Figure 1. Congestion heat map (run 1).
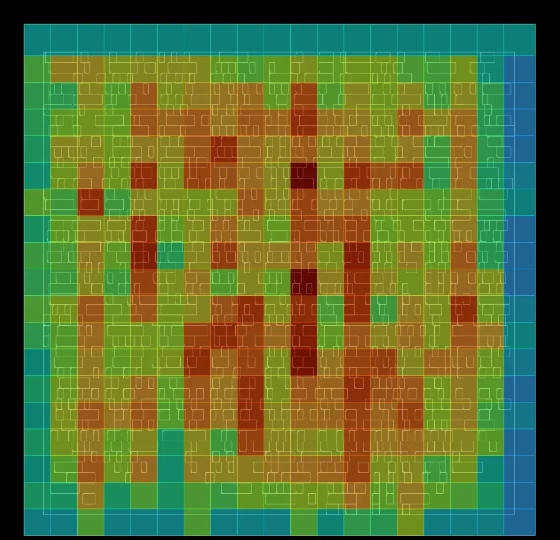
Figure 2. Gate-type map (run 1).
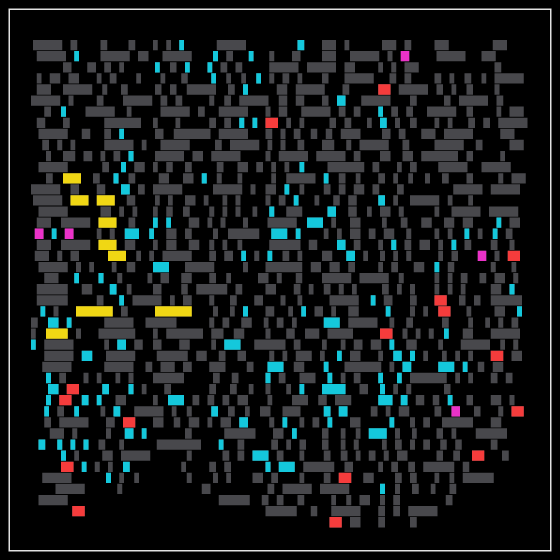
Figure 3. Sequential cells colored by netlist name (run 1).
The bar under the picture is 50 um long.
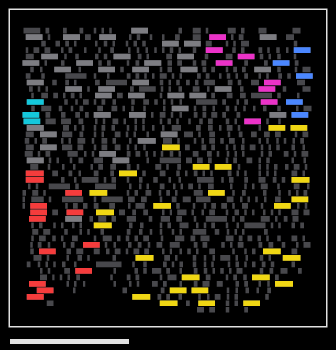
==> config.mk <==
export PLATFORM = sky130hd
export DESIGN_NAME = sensor_cmd_receiver
export DESIGN_NICKNAME = d
export VERILOG_FILES = /design/src/rtl/sensor_pkg.sv /design/src/rtl/sensor_cmd_receiver_uart_rx.sv /design/src/rtl/sensor_cmd_receiver.sv
export SDC_FILE = /design/constraint.sdc
export NUM_CORES = 1
export LEC_CHECK = 0
export ABC_AREA = 1
export CELL_PAD_IN_SITES_DETAIL_PLACEMENT = 2
export CELL_PAD_IN_SITES_GLOBAL_PLACEMENT = 2
export CORE_MARGIN = 5
export CORE_UTILIZATION = 35
export DETAILED_ROUTE_END_ITERATION = 12
export GPL_ROUTABILITY_DRIVEN = 0
export PLACE_DENSITY_LB_ADDON = 0.2
export REMOVE_ABC_BUFFERS = 1
export SYNTH_ARGS = -nofsm -noshare
export SYNTH_HDL_FRONTEND = slang
export SYNTH_SLANG_ARGS = --single-unit
==> constraint.sdc <==
create_clock -name clock -period 2 [get_ports clock]
set_clock_uncertainty 0.15 [all_clocks]
set_input_delay 0.4 -clock clock [delete_from_list [all_inputs] [get_ports clock]]
set_output_delay 0.4 -clock clock [all_outputs]
set_load 0.005 [all_outputs]
==> Changelog: implementation, run 1 <==
## Flow update

* Worst slack, placed at -0.0638 ns
* Top cells excl fill/tap: 149 x nand2_1, 84 x inv_1, 82 x nor2_1
* Port-buffer cells at 16
* Max-slew violation count at 0
* Mean Syn Cell Area at roughly 6.7 sq um
* Grt ovf at 0
* Outcome: complete, but fails checks
* DR top layer: met4
* Later-pin clock latency in the skew report at 0.35 ns
* Via count at approximately 5500
* RSZ-0062 raised after global routing: yes
* Fp_density at 0.359
* Worst-path clk slew at approximately 0.070 ns
* CP peak stage delay at ~0.35 ns
* CTS Buf Count at 9
* Crit path DAT at ~2.1 ns
* Ys cells at 785
* Final Hold Vio Count at 0
* CP required at 2.09 ns
* Sequential share of the synthesized area at 0.363
* Max Cap Viol at 0
* Leakage at 2.55 nW
* H-tree levels at 3
* Worst path buffer plus inverter count at 3
* Cell Area, Synth at 5240 sq um
* Hpwl dp at 14200 um
* Synthesized chip area reported by yosys at 5240 sq um
* Worst-case clock buffer depth at 2
* Met3 Use GR at 0.0427
* First-pass GRT wire length at 32300 um
* Worst Reg-to-Reg Cells at 12
* Period utilization at 1.00
* Hold Path Depth at 1
* Adder share at 0.0215
* First-pass DRT Iterations at 4
* Critical Path, Cell by Cell: ha_4 > nand2_4 > nor2_4 > buf_6 > nand2_4 > nor2_4 > inv_2 > nor3_4 > buf_6 > nand4_1 > nand3_1 > a21oi_1
* Worst-margin pin slew at roughly 0.42 ns
* Largest net degree at the start of global routing at 55
* Nets@finish at about 850
* DR WL met3 at 513 um
* Yosys top cell area share at 0.363
* Yosys warning count at 0
* CP top delay family: simple AND/OR/NAND/NOR gates
* Setup TNS after final layout at -0.00576 ns
* Wl on met1 at 9210 um
* Inserted Diodes at 0
* Commonest cells post-synth: 160 x nand2_1, 95 x dfxtp_1, 93 x nor2_1
* Number of global-route vias before repair at between 6000 and 7000
* Final worst slack at -0.00576 ns
* Layout Area Growth over Synthesis at 22.2%
* Global route hottest layer: met2
* FFs w/ async S/R, synth at 0
* Biggest area cells: dfxtp_1 36%, nand2_1 11%, a21oi_1 7.2%
* DIE AREA at 17500 sq um
* Worst setup SP type: register
* Core Area at 14600 sq um
* Synthesized registers at between 90 and 100
* CP Capture Type: register
* CTS sink count at 95
* Final WL at roughly 20000 um
* Min Hold Slack at between 0.2 and 0.3 ns
* IO Count at 17
* Most common reg cell: dfxtp_1
* Worst VDD drop at between 400 and 500 uV
* Post-route cell area at 6400 sq um
* First DRT Iteration DRCs at 268
* EDFF count, synth at 0
* Power per standard cell area at 636 nW/um^2
* Slowest cell on the critical path: dfxtp_2
* Largest register FFs at 26
* Most frequent cell after synthesis: nand2_1
* Synth area leader: dfxtp_1
* Dominant kind of combinational cell: simple AND/OR/NAND/NOR gates
* Cells after Synth at 785
* Mux frac, synth at 0
* Fin crit period at 2.01 ns
* Log Warnings at 30
* Failing checks: negative setup slack
* Met2 WL at around 10000 um
* Vert. Die Dim at 132 um
* Initial antenna violation count at 0
* Endpoints failing setup at 1
* Root Buffer: clkbuf_16
* Worst slew margin at 0.717
* Tightest Hold Check Type: register to register
## Picture notes: Figure 1
met2 usage: 0.400
GR Util met1: 0.281
gr usage total: 0.225

## Picture notes: Figure 2
[fa/ha/maj cells] yellow | cells: 9 | where: middle left
[and/or cells] magenta | cells: 5
[xor and xnor cells] red | cells: 16
[nor cells] cyan | cells: 122 | where: all over the die
most numerous logic cell after layout: nand2_1
combinational share of cell area: 0.469
Layout Cells excl Fill: 1020

## Picture notes: Figure 3
[tmo_q] yellow | flops: 26
[u_rx.cnt_q] red | flops: 13
[addr_q] magenta | flops: 8 | where: upper right
[sensor_addr] blue | flops: 5 | where: upper right
[u_rx.bit_q] cyan | flops: 3
not colored: 40
register area: 1920 sq um
final core occ: 0.439
Power Sequential: 1.93 mW
Seq area share: 0.301

## run 1: layout make-up
| cell class | instances | area (sq um) | area share |
|---|---|---|---|
| well taps | 184 | 230 | 0.0360 |
| repair buffers | 71 | 618 | 0.0965 |
| clock buffers | 11 | 243 | 0.0379 |
| inverters | 90 | 340 | 0.0532 |
| clock inverters | 3 | 45.0 | 0.00704 |
| flip-flops and latches | 95 | 1920 | 0.301 |
| multi-input cells | 566 | 3000 | 0.469 |
## run 1: what timing repair did
item	in CTS	in global routing
pin swaps	4	10
hold buffers	0	0
setup buffers	3	5
resized	12	60
cloned	0	0
setup endpoints to repair	17	53
## run 1: where the power goes
part	internal, mW	leakage (nW)	total (mW)	switching (mW)
logic	0.146	1.64	0.383	0.238
clock network	0.991	0.134	1.75	0.762
registers	1.91	0.775	1.93	0.0247
Figure 4. Metal 3 (run 1).
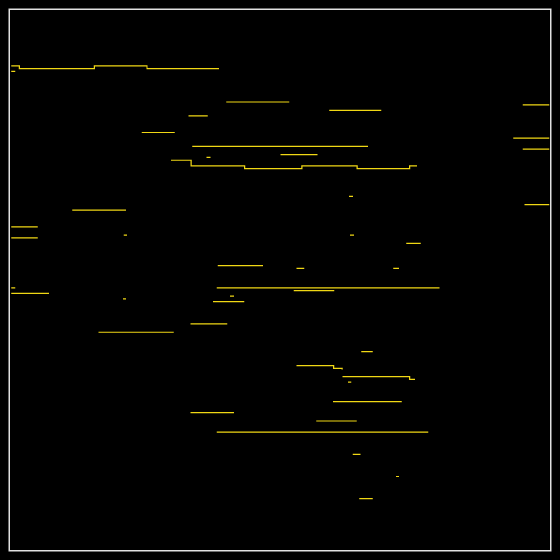

==> run 1 -> run 2 <==
CORE_UTILIZATION = 36   (was 35)
DONT_BUFFER_PORTS = 1   (was not set)
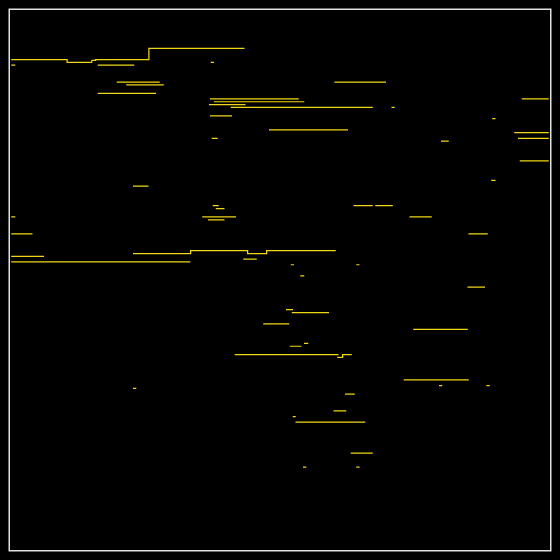
Figure 5: run 2, metal 3.
main direction: horizontal
nets with wire on the layer: 39
via count: 5589
met3 Use GR: 0.0313
final WL: 20400 um

==> run 2 against run 1 <==
Net effect: the flow now finishes without violations; power rose by 3.0%; critical path depth fell by 1; die size fell by 2.6%; critical endpoint is now tmo_q[10]; largest cell class unchanged.
==> Changelog: implementation, run 2 <==
## Flow update

* Number of global-route vias before repair at 5950 (was 6109)
* Worst path buffer plus inverter count at 2 (was 3)
* Crit path DAT at 2.06 ns (was 2.09 ns)
* Logic power comb at 0.335 mW (was 0.383 mW)
* DR WL met3 at 510 um (was 513 um)
* Worst slew margin at 0.541 (was 0.717)
* Synthesized chip area reported by yosys at 5240 sq um (unchanged)
* Top cells excl fill/tap: 152 x nand2_1, 85 x inv_1, 80 x dfxtp_1 (was 149 x nand2_1, 84 x inv_1, 82 x nor2_1)
* Final worst slack at 0.0479 ns (was -0.00576 ns)
* Post-cts sizing count at 14 (was 12)
* Vert. Die Dim at 131 um (was 132 um)
* Core Area at 14400 sq um (was 14600 sq um)
* Sequential share of the synthesized area at 0.363 (unchanged)
* Setup TNS after final layout at 0 ns (was -0.00576 ns)
* Nets@finish at 839 (was 846)
* Worst slack, placed at -0.195 ns (was -0.0638 ns)
* Log Warnings at 31 (was 30)
* Max-slew violation count at 0 (unchanged)
* First DRT Iteration DRCs at 230 (was 268)
* Largest register FFs at 26 (unchanged)
* Tightest Hold Check Type: input pin to register (was register to register)
* DR top layer: met4 (unchanged)
* Worst VDD drop at 384 uV (was 472 uV)
* Dominant kind of combinational cell: simple AND/OR/NAND/NOR gates (unchanged)
* Cells after Synth at 785 (unchanged)
* CTS sink count at 95 (unchanged)
* RSZ-0062 raised after global routing: yes (unchanged)
* Biggest area cells: dfxtp_1 36%, nand2_1 11%, a21oi_1 7.2% (unchanged)
* Worst path most repeated cell: nor2_1
* Pint at 3.04 mW (about the same)
* Outcome: completed (was complete, but fails checks)
* Fp_density at 0.363 (was 0.359)
* Most numerous logic cell after layout: nand2_1 (unchanged)
* Yosys top cell area share at 0.363 (unchanged)
* Port-buffer cells at 0 (was 16)
* Sequential power share at 0.460 (was 0.475)
* CP required at 2.11 ns (was 2.09 ns)
* Worst setup SP type: register (unchanged)
* CP top delay family: simple AND/OR/NAND/NOR gates (unchanged)
* Power per standard cell area at 663 nW/um^2 (was 636 nW/um^2)
* CTS Buf Count at 9 (unchanged)
* Clk network pwr share at 0.460 (was 0.431)
* Combinational power share at 0.080 (was 0.094)
* Period utilization at 0.976 (was 1.00)
* Hold Path Depth at 2 (was 1)
* Post-route cell area at 6320 sq um (was 6400 sq um)
* Wl on met1 at 8950 um (was 9210 um)
* Synth area leader: dfxtp_1 (unchanged)
* Most frequent cell after synthesis: nand2_1 (unchanged)
* Clock group at 1.93 mW (was 1.75 mW)
* Power Sequential at 1.93 mW (about the same)
* Later-pin clock latency in the skew report at 0.37 ns (was 0.35 ns)
* EDFF count, synth at 0 (unchanged)
* Mean Syn Cell Area at 6.68 sq um (unchanged)
* Layout Area Growth over Synthesis at 20.7% (was 22.2%)
* DIE AREA at 17100 sq um (was 17500 sq um)
* Root Buffer: clkbuf_16 (unchanged)
* Switch Pwr at 1.15 mW (was 1.02 mW)
* Critical Path, Cell by Cell: inv_1 > nor2_1 > nand2_1 > nor2_1 > nand3_2 > nand2_4 > buf_6 > nor2_4 > or2_0 > nand3_1 > a21oi_1 (was ha_4 > nand2_4 > nor2_4 > buf_6 > nand2_4 > nor2_4 > inv_2 > nor3_4 > buf_6 > nand4_1 > nand3_1 > a21oi_1)
* Yosys warning count at 0 (unchanged)
* Worst Reg-to-Reg Cells at 11 (was 12)
* CP peak stage delay at 0.41 ns (was 0.35 ns)
* Initial antenna violation count at 0 (unchanged)
* CP Capture Type: register (unchanged)
* Fin crit period at 1.95 ns (was 2.01 ns)
* Hpwl dp at 14100 um (was 14200 um)
* Hold buffers post-CTS at 2 (was 0)
* Worst-path clk slew at 0.08 ns (was 0.07 ns)
* Synthesized registers at 95 (unchanged)
* Inserted Diodes at 0 (unchanged)
* Met2 WL at 10400 um (was 10300 um)
* Met2 usage at 0.412 (was 0.400)
* Sw Share at 0.275 (was 0.252)
* Slowest cell on the critical path: dfxtp_2 (unchanged)
* H-tree levels at 3 (unchanged)
* Grt ovf at 0 (unchanged)
* Mux frac, synth at 0 (unchanged)
* Worst-case clock buffer depth at 2 (unchanged)
* Cell Area, Synth at 5240 sq um (unchanged)
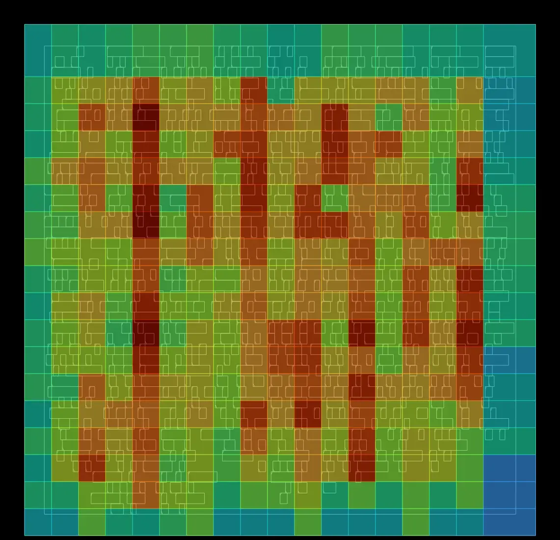
Figure 6: run 2, congestion heat map.
gr usage total: 0.236
global route hottest layer: met2
DR WL/cell: 20.1 um
GR Util met1: 0.292
final core occ: 0.438

-- run 2: cell counts after synthesis --
Identical to the previous run, type by type.
-- run 2: per-stage QoR --
| step | instances | total power, mW |
|---|---|---|
| 2_1_floorplan | 751 | 2.14 |
| 3_3_place_gp | 983 | 2.20 |
| 3_5_place_dp | 983 | 2.23 |
| 4_1_cts | 1004 | 4.16 |
| 5_1_grt | 1015 | 4.33 |
| 6_report | 1015 | 4.19 |
-- run 2: cell type report --
class / count / area [sq um] / share of cell area
inverter: 90 / 344 / 0.0544
tap: 184 / 230 / 0.0364
multi-input combinational: 566 / 2980 / 0.470
timing repair buffer: 64 / 527 / 0.0833
sequential: 95 / 1930 / 0.304
clock buffer: 9 / 225 / 0.0356
clock inverter: 7 / 97.6 / 0.0154
Power figures rest on the tool's default switching activity, not on a simulated workload.
